--- config.mk ---
export PLATFORM = sky130hd
export DESIGN_NAME = fetch_sequencer_flat
export DESIGN_NICKNAME = d
export VERILOG_FILES = /design/src/rtl/fetch_pkg.sv /design/src/rtl/fetch_sequencer_if.sv /design/src/rtl/fetch_pc_reg.sv /design/src/rtl/fetch_sequencer.sv /design/src/flat_wrapper.sv
export SDC_FILE = /design/constraint.sdc
export NUM_CORES = 1
export LEC_CHECK = 0
export ABC_AREA = 1
export CAP_MARGIN = 20
export CORE_MARGIN = 1
export CORE_UTILIZATION = 52
export CTS_CLUSTER_SIZE = 30
export DETAILED_ROUTE_END_ITERATION = 8
export PLACE_DENSITY = 0.84
export SLEW_MARGIN = 20
export SYNTH_ARGS = -nofsm -noshare
export SYNTH_HDL_FRONTEND = slang
export SYNTH_SLANG_ARGS = --single-unit
--- constraint.sdc ---
create_clock -name clk -period 2.65 [get_ports clk]
set_input_delay 0.3975 -clock clk [delete_from_list [all_inputs] [get_ports clk]]
set_output_delay 0.3975 -clock clk [all_outputs]
set_load 0.05 [all_outputs]
--- src/rtl/fetch_pkg.sv ---
// fetch_pkg: fetch FSM state encoding, PC step and default reset/trap vectors
package fetch_pkg;
  typedef enum logic [1:0] {FETCH, ISSUE, FLUSH} fetch_state_t;
  localparam int PC_STEP = 4;
  localparam logic [31:0] DEF_RESET_PC = 32'h0000_0000;
  localparam logic [31:0] DEF_TRAP_PC = 32'h0000_0010;
endpackage

--- src/rtl/fetch_sequencer_if.sv ---
// fetch_sequencer_if: imem req/addr/ack/rdata + decode valid/instr/instr_pc/ready; master=sequencer, slave=memory/decode
interface fetch_sequencer_if #(parameter int XLEN = 32);
  logic imem_req;
  logic [XLEN-1:0] imem_addr;
  logic imem_ack;
  logic [XLEN-1:0] imem_rdata;
  logic instr_valid;
  logic [XLEN-1:0] instr;
  logic [XLEN-1:0] instr_pc;
  logic instr_ready;
  modport master(output imem_req, imem_addr, instr_valid, instr, instr_pc, input imem_ack, imem_rdata, instr_ready);
  modport slave(input imem_req, imem_addr, instr_valid, instr, instr_pc, output imem_ack, imem_rdata, instr_ready);
endinterface

--- src/rtl/fetch_pc_reg.sv ---
// fetch_pc_reg: fetch PC register (clk, clr_n, load_en/load_pc, inc_en -> pc); load wins over increment, wraps mod 2^XLEN
module fetch_pc_reg
  import fetch_pkg::*;
#(
  parameter int XLEN = 32,
  parameter logic [XLEN-1:0] RESET_PC = XLEN'(DEF_RESET_PC)
) (
  input  logic            clk,
  input  logic            clr_n,
  input  logic            load_en,
  input  logic [XLEN-1:0] load_pc,
  input  logic            inc_en,
  output logic [XLEN-1:0] pc
);
  always_ff @(posedge clk or negedge clr_n)
    if (!clr_n) pc <= RESET_PC;
    else if (load_en) pc <= load_pc;
    else if (inc_en) pc <= pc + XLEN'(PC_STEP);
endmodule

--- src/rtl/fetch_sequencer.sv ---
// fetch_sequencer: fetch FSM (clk, clr_n, redirect_en/pc, stall, bus=fetch_sequencer_if.master, misalign_trap when MISALIGN_TRAP_EN)
module fetch_sequencer
  import fetch_pkg::*;
#(
  parameter int XLEN = 32,
  parameter logic [XLEN-1:0] RESET_PC = XLEN'(DEF_RESET_PC)
`ifdef MISALIGN_TRAP_EN
  , parameter logic [XLEN-1:0] TRAP_PC = XLEN'(DEF_TRAP_PC)
`endif
) (
  input  logic                     clk,
  input  logic                     clr_n,
  input  logic                     redirect_en,
  input  logic [XLEN-1:0]          redirect_pc,
  input  logic                     stall,
  fetch_sequencer_if.master        bus
`ifdef MISALIGN_TRAP_EN
  , output logic                   misalign_trap
`endif
);
  fetch_state_t state, next_state;
  logic [XLEN-1:0] pc, stale_addr, target;
  logic req_q, ack, capture;
  assign ack = bus.imem_ack && req_q;
  assign capture = !redirect_en && state == FETCH && ack;
`ifdef MISALIGN_TRAP_EN
  logic misaligned;
  assign misaligned = |redirect_pc[1:0];
  assign target = misaligned ? TRAP_PC : redirect_pc & ~XLEN'(3);
  always_ff @(posedge clk or negedge clr_n)
    if (!clr_n) misalign_trap <= 1'b0;
    else misalign_trap <= redirect_en && misaligned;
`else
  assign target = redirect_pc & ~XLEN'(3);
`endif
  fetch_pc_reg #(.XLEN(XLEN), .RESET_PC(RESET_PC)) u_pc (
    .clk,
    .clr_n,
    .load_en(redirect_en),
    .load_pc(target),
    .inc_en(capture),
    .pc
  );
  // A redirect with a request still in flight must drain it in FLUSH rather than drop it.
  always_comb begin
    next_state = state;
    if (redirect_en) next_state = (state != ISSUE && !ack) ? FLUSH : FETCH;
    else if (state == FETCH) next_state = ack ? ISSUE : FETCH;
    else if (state == ISSUE) next_state = (bus.instr_ready && !stall) ? FETCH : ISSUE;
    else next_state = ack ? FETCH : FLUSH;
  end
  always_ff @(posedge clk or negedge clr_n)
    if (!clr_n) begin
      state <= FETCH;
      req_q <= 1'b0;
      stale_addr <= '0;
      bus.instr <= '0;
      bus.instr_pc <= '0;
    end else begin
      state <= next_state;
      req_q <= next_state != ISSUE;
      if (state == FETCH && next_state == FLUSH) stale_addr <= pc;
      if (capture) begin
        bus.instr <= bus.imem_rdata;
        bus.instr_pc <= pc;
      end
    end
  assign bus.imem_req = req_q;
  assign bus.imem_addr = state == FLUSH ? stale_addr : pc;
  assign bus.instr_valid = state == ISSUE;
endmodule
--- src/flat_wrapper.sv ---
// flat-port wrapper written by rule: the top's interface ports become plain ports
module fetch_sequencer_flat import fetch_pkg::*;
#(
  parameter int XLEN = 32,
  parameter logic [XLEN-1:0] RESET_PC = XLEN'(DEF_RESET_PC)

)
  (clk, clr_n, redirect_en, redirect_pc, stall, bus_imem_req, bus_imem_addr, bus_instr_valid, bus_instr, bus_instr_pc, bus_imem_ack, bus_imem_rdata, bus_instr_ready);
  fetch_sequencer_if #(.XLEN(XLEN)) bus_i ();
  input  logic clk;
  input  logic clr_n;
  input  logic redirect_en;
  input  logic [XLEN-1:0] redirect_pc;
  input  logic stall;
  output wire logic [$bits(bus_i.imem_req)-1:0] bus_imem_req;
  output wire logic [$bits(bus_i.imem_addr)-1:0] bus_imem_addr;
  output wire logic [$bits(bus_i.instr_valid)-1:0] bus_instr_valid;
  output wire logic [$bits(bus_i.instr)-1:0] bus_instr;
  output wire logic [$bits(bus_i.instr_pc)-1:0] bus_instr_pc;
  input wire logic [$bits(bus_i.imem_ack)-1:0] bus_imem_ack;
  input wire logic [$bits(bus_i.imem_rdata)-1:0] bus_imem_rdata;
  input wire logic [$bits(bus_i.instr_ready)-1:0] bus_instr_ready;
  assign bus_imem_req = bus_i.imem_req;
  assign bus_imem_addr = bus_i.imem_addr;
  assign bus_instr_valid = bus_i.instr_valid;
  assign bus_instr = bus_i.instr;
  assign bus_instr_pc = bus_i.instr_pc;
  assign bus_i.imem_ack = bus_imem_ack;
  assign bus_i.imem_rdata = bus_imem_rdata;
  assign bus_i.instr_ready = bus_instr_ready;
  fetch_sequencer #(.XLEN(XLEN), .RESET_PC(RESET_PC)) u_core (.clk(clk), .clr_n(clr_n), .redirect_en(redirect_en), .redirect_pc(redirect_pc), .stall(stall), .bus(bus_i));
endmodule
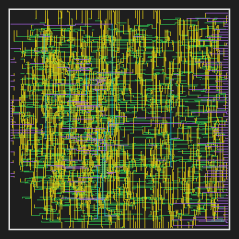
(images/wires.png)
Scale: 2 px per µm.
| colour | layer | wire length |
|---|---|---|
| green | metal 1 | 6840 µm |
| cyan | metal 4 | 285 µm |
| purple | metal 3 | 1330 µm |
| yellow | metal 2 | 8100 µm |
routed length per instance: 15.2 µm
sum of routed wire length over all layers: 16500 µm

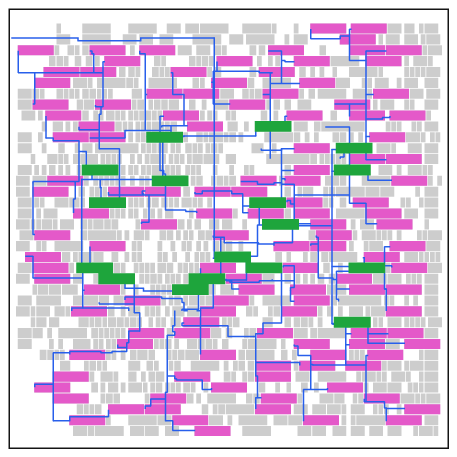
(images/clk_routes.png)
Scale: 4 px per µm.
[blue] clock wires | length: 1560 µm
[magenta] flip-flops | count: 125
[green] clock drivers | count: 17
flops lie: all over the die
worst skew pair latency: 0.41 ns
Clock Power Share: 24.7%
clock distribution power: 2500 µW
Clock Skew: 0.00905 ns

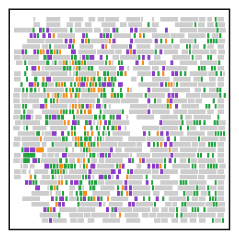
(images/logic_types.png)
Scale: 2 px per µm.
| colour | family | cells |
|---|---|---|
| green | nand cells | 328 |
| orange | nor cells | 102 |
| purple | aoi and oai cells | 131 |
final standard cell count with taps included and fillers excluded: 1089
Top cell excl fill/tap: sky130_fd_sc_hd__nand2_1

==> results.txt <==
Flow results follow.

The run finished with clean final reports. The worst relative slew slack is 54.6%. 168 I/O pins were placed. The fraction of layout cells with a size suffix above 1 is 8.96%. Prior to clock tree synthesis, the placed netlist has a worst setup slack of 0.602 ns. The number of buffers created by CTS is 17. The Yosys warning count is 0. The category of the worst setup path launch point is a flop. The post-route worst setup slack is between 0.15 and 0.2 ns. IR analysis of the VDD net gives a maximum drop of roughly 0.00091 V. The worst hold-check path type is in -> async. The area share of the leading cell type in the synthesized netlist is between 50% and 60%.

The global route stage reports its total congestion overflow as 0. Per STA, the library cell used most along the worst path is sky130_fd_sc_hd__buf_12. The number of DRC markers after the initial detailed-route iteration is 482.

The worst setup path is captured at an output pin. The remaining routing DRC violations is 0. In this run the post-CTS setup repair buffer count came out at 0. The total inserted antenna cells is 0. Cells fill ~79% of the core in the end. Setup repair after global routing left no endpoint under its margin. The analysis attributes to cell leakage a power of between 0.004 and 0.005 µW.

The library cells used most frequently in the layout, excluding fill and tap cells, are sky130_fd_sc_hd__nand2_1 (278), sky130_fd_sc_hd__clkdlybuf4s50_1 (130), sky130_fd_sc_hd__dfrtp_1 (125), sky130_fd_sc_hd__nor2_1 (98), sky130_fd_sc_hd__o21ai_0 (67). Detailed routing inserted a total of around 6000 vias. The number of antenna violations at the first check in global routing is 0.

The placement summary gives the final routability congestion estimate as roughly 0.91. The library cell used as clock root buffer is sky130_fd_sc_hd__clkbuf_16. The number of hold buffers added after CTS was 0. The post-detailed-placement half-perimeter wirelength is 11400 µm. The post-synthesis cell count is 782. The TritonCTS clock tree is done. OpenROAD reports that the post-layout worst path occupies ~93% of the period. The shortest clock period the worst path allows after layout is about 2.5 ns.

The flow reported a cell area power density of around 1200 nW/µm². Per the STA report, the cell with the highest stage delay on the worst path is sky130_fd_sc_hd__dfrtp_1. After clock tree synthesis, the repair step resized 0 gates. From the final report, the count of setup violators was given as 0. After the last flow step, the layout net total stands at around 1000. The level count of the clock H-tree is 4. The number of register bits inferred by synthesis is around 130.

The fmax is 405 MHz. From synthesis to final layout, the design area changed by 44.7%. The number of hold violations in the final report is 0.

Among cell families on the critical path, the largest total delay comes from buffers and inverters. The synthesized netlist occupies a cell area of approximately 6000 µm². The maximum count of clock buffers along a single path is 2. The clock slew at the register clock pins of the worst setup and hold paths is approximately 0.06 ns. The pin count of the biggest net entering global routing is 72. Buffers placed on the I/O ports in this run total around 160. The vertical die dimension is about 110 µm.

The number of search-and-repair iterations in the first detailed-routing pass is 5. The transition time recorded at the tightest slew-check pin is slightly below 0.7 ns. The largest fanout of any net on the critical path is 36. Yosys reports a chip area of about 6000 µm².

The cell area after layout is between 8000 and 9000 µm². Among all stages on the critical path, the maximum delay recorded is 0.40 ns. The endpoint arrival time on the critical path is a little over 2 ns. In this run the core area contains 38 standard-cell rows.

By area the synthesized netlist is led by sky130_fd_sc_hd__dfrtp_1 (52%), sky130_fd_sc_hd__nand2_1 (17%), sky130_fd_sc_hd__nor2_1 (6.1%), sky130_fd_sc_hd__o21ai_0 (5.6%), sky130_fd_sc_hd__nand3_1 (3.9%). The count of different cell masters after synthesis is 29. Summing all placed instances gives a cell area of about 8000 µm². The number of placed cells counting well taps is ~1100.

In this run the standard cell core region covers approximately 11000 µm². The synthesized area per cell is ~7.7 µm². Summing over the stages, the warning tally comes to 28. The total negative setup slack is 0 ns. In the global route stage, overall resource usage came out at between 20% and 30%. The average vias per placed instance is 5.38. The buffer and inverter count on the worst path is 3. The via count of the first global-routing pass is ~5400. Power comes to between 10000 and 15000 µW. The critical path is of the reg -> out type. Sequential cells were found to cover between 50% and 60% of the synthesized design area.

The die boundary width is approximately 110 µm. The floorplan utilization is a little over half. Hold is met by 0.0153 ns. For the worst setup path, the data required time is roughly 2.3 ns.

The final max-slew violation count recorded for this run is 0. The number of cells in Yosys stat is between 700 and 800. Nets still carrying antenna violations after routing amount to 0. In this run the maximum-capacitance check reported violations numbering 0. The first-pass GRT wire length is ~26000 µm.

The total die size is 12000 µm². The clock sink count is approximately 130. For reference, the critical path cell chain is inv_1, nand2_2, buf_12, nor2_1, a21oi_1, buf_12.

The library cell with the largest summed area after synthesis is sky130_fd_sc_hd__dfrtp_1.
-- path summary, 6_finish.rpt --
check                                                 start                          endpoint  slack (ns)  cells past startpoint
hold / removal                                        clr_n  u_core.bus.instr[21]$_DFFE_PN0P_        0.02                      1
setup / recovery                  u_core.state[0]$_DFF_PN0_                 bus_imem_addr[17]        0.18                      6
min in group clk           u_core.bus.instr[19]$_DFFE_PN0P_  u_core.bus.instr[19]$_DFFE_PN0P_        0.48                      2
hold reg to reg            u_core.bus.instr[19]$_DFFE_PN0P_  u_core.bus.instr[19]$_DFFE_PN0P_        0.48                      2
max in group asynchronous                             clr_n    u_core.u_pc.pc[15]$_DFFE_PN0P_        1.89                      2
setup reg to reg              u_core.u_pc.pc[2]$_DFFE_PN0P_    u_core.u_pc.pc[24]$_DFFE_PN0P_        0.99                      8
-- worst reg2reg max path: stages (launching register included) --
cell                      delay, ns
sky130_fd_sc_hd__dfrtp_1       0.42
sky130_fd_sc_hd__ha_1          0.23
sky130_fd_sc_hd__nand2_1       0.10
sky130_fd_sc_hd__nor2_2        0.20
sky130_fd_sc_hd__nand2_1       0.08
sky130_fd_sc_hd__nor2_1        0.29
sky130_fd_sc_hd__nand2_1       0.10
sky130_fd_sc_hd__nand2_1       0.07
sky130_fd_sc_hd__nand3_1       0.06
-- kinds of logic after synthesis --
| logic type | count (synthesis) | synth area share [%] |
|---|---|---|
| buffers and inverters | 90 | 6.37 |
| adders and majority gates | 1 | 0.209 |
| other | 1 | 0.0626 |
| and+or+nand+nor | 432 | 28.6 |
| DFF | 125 | 52.2 |
| AOI/OAI and AO/OA | 131 | 12.2 |
| xor gates and xnor gates | 2 | 0.292 |
-- layer usage --
layer | routed length, µm | track usage [%] | part of all wire, %
met5 | 0 | 0 | 0
met4 | 285 | 8.86 | 1.7
met3 | 1330 | 6.52 | 8.0
met2 | 8100 | 47.8 | 49
met1 | 6840 | 36.5 | 41
-- registers in the layout, indices dropped and copies added, names as in the netlist --
name / count
u_core.bus.imem_req: 1
u_core.bus.instr: 32
u_core.bus.instr_pc: 30
u_core.stale_addr: 30
u_core.state: 2
u_core.u_pc.pc: 30
-- final cells by class --
cell class / instances / area [µm²]
sequential: 125 / 3130
multi-input combinational: 570 / 2500
fill: 742 / 2360
timing repair buffer: 172 / 2040
clock buffer: 18 / 429
clock inverter: 14 / 205
inverter: 50 / 188
tap: 140 / 175
-- where the power goes --
part           switching (µW)  total (µW)  internal, µW
registers                 402        2930          2530
clock network             909        2500          1600
logic                    3020        4710          1690
total                    4330       10100          5820
-- synth_stat cells (all sizes together) --
| master | instances |
|---|---|
| a211oi | 1 |
| a21boi | 13 |
| a21oi | 32 |
| a22oi | 13 |
| and2 | 1 |
| buf | 27 |
| clkbuf | 13 |
| conb | 1 |
| dfrtp | 125 |
| ha | 1 |
| inv | 50 |
| nand2 | 280 |
| nand3 | 48 |
| nor2 | 102 |
| o211ai | 2 |
| o21ai | 70 |
| or2 | 1 |
| xor2 | 2 |
Power is estimated from default activity; no workload was simulated.
